## config.mk

```make
export PLATFORM = sky130hd
export DESIGN_NAME = calc_operand_sequencer
export DESIGN_NICKNAME = d
export VERILOG_FILES = /design/src/rtl/calc_pkg.sv /design/src/rtl/calc_operand_sequencer.sv
export SDC_FILE = /design/constraint.sdc
export NUM_CORES = 1
export LEC_CHECK = 0
export CORE_ASPECT_RATIO = 0.7
export CORE_MARGIN = 1.5
export CORE_UTILIZATION = 40
export DETAILED_ROUTE_END_ITERATION = 12
export HOLD_SLACK_MARGIN = 0.06
export PLACE_DENSITY = 0.73
export SLEW_MARGIN = 25
export SYNTH_ARGS = -nofsm -noshare
export SYNTH_HDL_FRONTEND = slang
export SYNTH_SLANG_ARGS = --single-unit
```

## constraint.sdc

```tcl
create_clock -name clk -period 3.4 [get_ports clk]
set_input_delay 0.68 -clock clk [delete_from_list [all_inputs] [get_ports clk]]
set_output_delay 0.68 -clock clk [all_outputs]
set_load 0.005 [all_outputs]
```

## src/rtl/calc_pkg.sv

```systemverilog
// Shared definitions for the calculator operand sequencer: the default
// datapath width and the sequencer FSM state encoding.
package calc_pkg;

    localparam int unsigned CALC_WIDTH = 4;

    typedef enum logic [1:0] {
        IDLE  = 2'd0,
        GOT_A = 2'd1,
        EXEC  = 2'd2,
        DONE  = 2'd3
    } state_t;

endpackage

```

## src/rtl/calc_operand_sequencer.sv

```systemverilog
// Collects an A beat and a B/op beat, presents them to an external
// combinational Calculator, captures its result and holds it until consumed.
module calc_operand_sequencer
    import calc_pkg::*;
#(
    parameter int unsigned WIDTH = CALC_WIDTH
) (
    input  logic             clk,
    input  logic             rst_n,
    input  logic             in_valid,
    output logic             in_ready,
    input  logic [WIDTH-1:0] in_data,
    input  logic             in_op,
    input  logic             clear,
    output logic [WIDTH-1:0] A,
    output logic [WIDTH-1:0] B,
    output logic             Op,
    input  logic [WIDTH-1:0] Out,
    input  logic             cy,
    output logic             res_valid,
    input  logic             res_ready,
    output logic [WIDTH-1:0] res_data,
    output logic             res_cy,
    output logic [7:0]       op_count
);

    state_t state;

    assign in_ready = (state == IDLE) || (state == GOT_A);

    // clear aborts from any state but leaves operands and the count intact
    always_ff @(posedge clk or negedge rst_n) begin
        if (!rst_n) begin
            state     <= IDLE;
            A         <= '0;
            B         <= '0;
            Op        <= 1'b0;
            res_valid <= 1'b0;
            res_data  <= '0;
            res_cy    <= 1'b0;
            op_count  <= '0;
        end else if (clear) begin
            state     <= IDLE;
            res_valid <= 1'b0;
        end else begin
            case (state)
                IDLE: begin
                    if (in_valid) begin
                        A     <= in_data;
                        state <= GOT_A;
                    end
                end
                GOT_A: begin
                    if (in_valid) begin
                        B     <= in_data;
                        Op    <= in_op;
                        state <= EXEC;
                    end
                end
                EXEC: begin
                    res_data  <= Out;
                    res_cy    <= cy;
                    res_valid <= 1'b1;
                    state     <= DONE;
                end
                DONE: begin
                    if (res_ready) begin
                        res_valid <= 1'b0;
                        op_count  <= op_count + 8'd1;
                        state     <= IDLE;
                    end
                end
                default: state <= IDLE;
            endcase
        end
    end

endmodule

```

==> images/gates.png <==
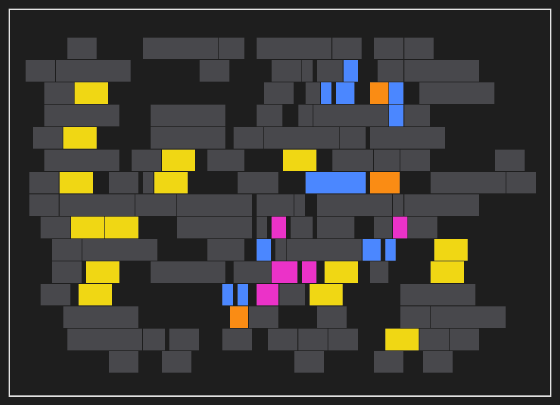
nand cells -> blue  # cells 11
and/or cells -> orange  # cells 3
mux cells -> yellow  # cells 15, most used mux2_2
aoi and oai cells -> magenta  # cells 5, most used a21oi_1
Layout Cells excl Fill: 159
most numerous logic cell after layout: clkdlybuf4s50_1
Comb/total area: 0.295

==> images/ff_map.png <==
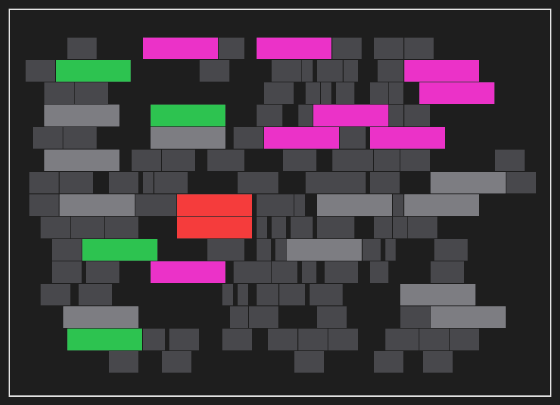
`A` -> green  # flops 4
`state` -> red  # flops 2
`op_count` -> magenta  # flops 8
not coloured = 11
P_seq: 0.000476 W
sequential cell area share: 0.398

==> images/clock_wires.png <==
Bar = 20 um.
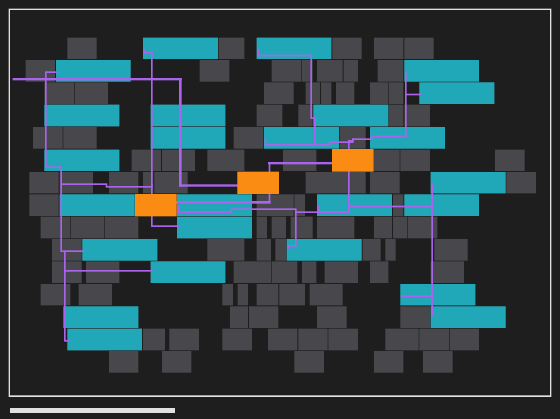
flip-flops -> cyan  # count 25
clock-net drivers -> orange  # count 3
clock wires -> purple  # length 277 um
flops lie = widely spread
routed clock nets = 4
clk_skew: 0.00747 ns
clk pwr: 0.000170 W
Late-Pin Clk Latency: 0.26 ns

==> images/sizing.png <==
Bar = 20 um.
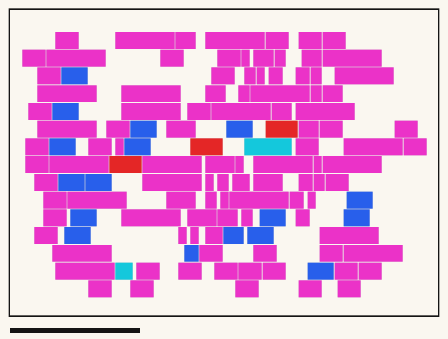
x3 and x4 -> cyan  # cells 2, share 1.6%
x6 and larger -> red  # cells 3, share 2.4%
x1 and smaller -> magenta  # cells 103, share 82%
x2 -> blue  # cells 17, share 14%
area delta synth->final: 43.3%
Non-clk bufs: 39
Final Cell Area: 1570 um^2
setup ws final: 0.972 ns

==> ci_impl_report.md <==
### Metrics collected by this job

| Metric | Value |
|---|---|
| R2R depth | 4 |
| Vias in the first global route | 779 |
| CTS Buf Count | 3 |
| Yosys stat area | 1100 um^2 |
| Metal1 wirelength | 1.02 mm |
| Htree depth | 1 |
| Hold_sp | op_count[7] |
| Hold Path Class | flop to flop |
| Psw | 0.000314 W |
| Final Max Tran Viols | 0 |
| Final Util | 0.621 |
| Placed Area | 1530 um^2 |
| Floorplan row count | 15 |
| GPL Wtd Cong | 0.812 |
| Core area | 2530 um^2 |
| Count leader, synth | dfrtp_1 |
| Crit-path cells | inv_1, ha_1, or2_2, clkdlybuf4s50_1 |
| Post-synth area hogs | dfrtp_1 (57%), mux2_2 (15%), ha_1 (5.7%), xor2_1 (3.2%), xnor2_1 (2.4%) |
| Yosys simple share | 0.121 |
| Via count | 770 |
| Tap cells | 34 |
| Largest cell class by area | registers |
| Fill cells | 212 |
| Initial Util | 0.433 |
| FA/HA/MAJ Cells, Area Fraction | 0.0570 |
| Mean Syn Cell Area | 13.4 um^2 |
| Met3 WL | 129 um |
| CP Depth | 4 |
| Max power group | registers |
| Initial antenna violation count | 0 |
| Synthesized net count | 102 |
| Max reg flops | 8 |
| Post-synth seq share | 0.570 |
| CP Launch Type | flop |
| Inverters | 2 |
| DP Worst Slack | 1.24 ns |
| CP Max Fanout | 4 |
| DRC viols | 0 |
| Crit path DAT | 1.75 ns |
| Status | finished, final reports clean |
| IO Port Bufs | 38 |
| Uppermost routed layer | met4 |
| Yosys top cell area share | 0.570 |
Power is estimated from default activity; no workload was simulated.
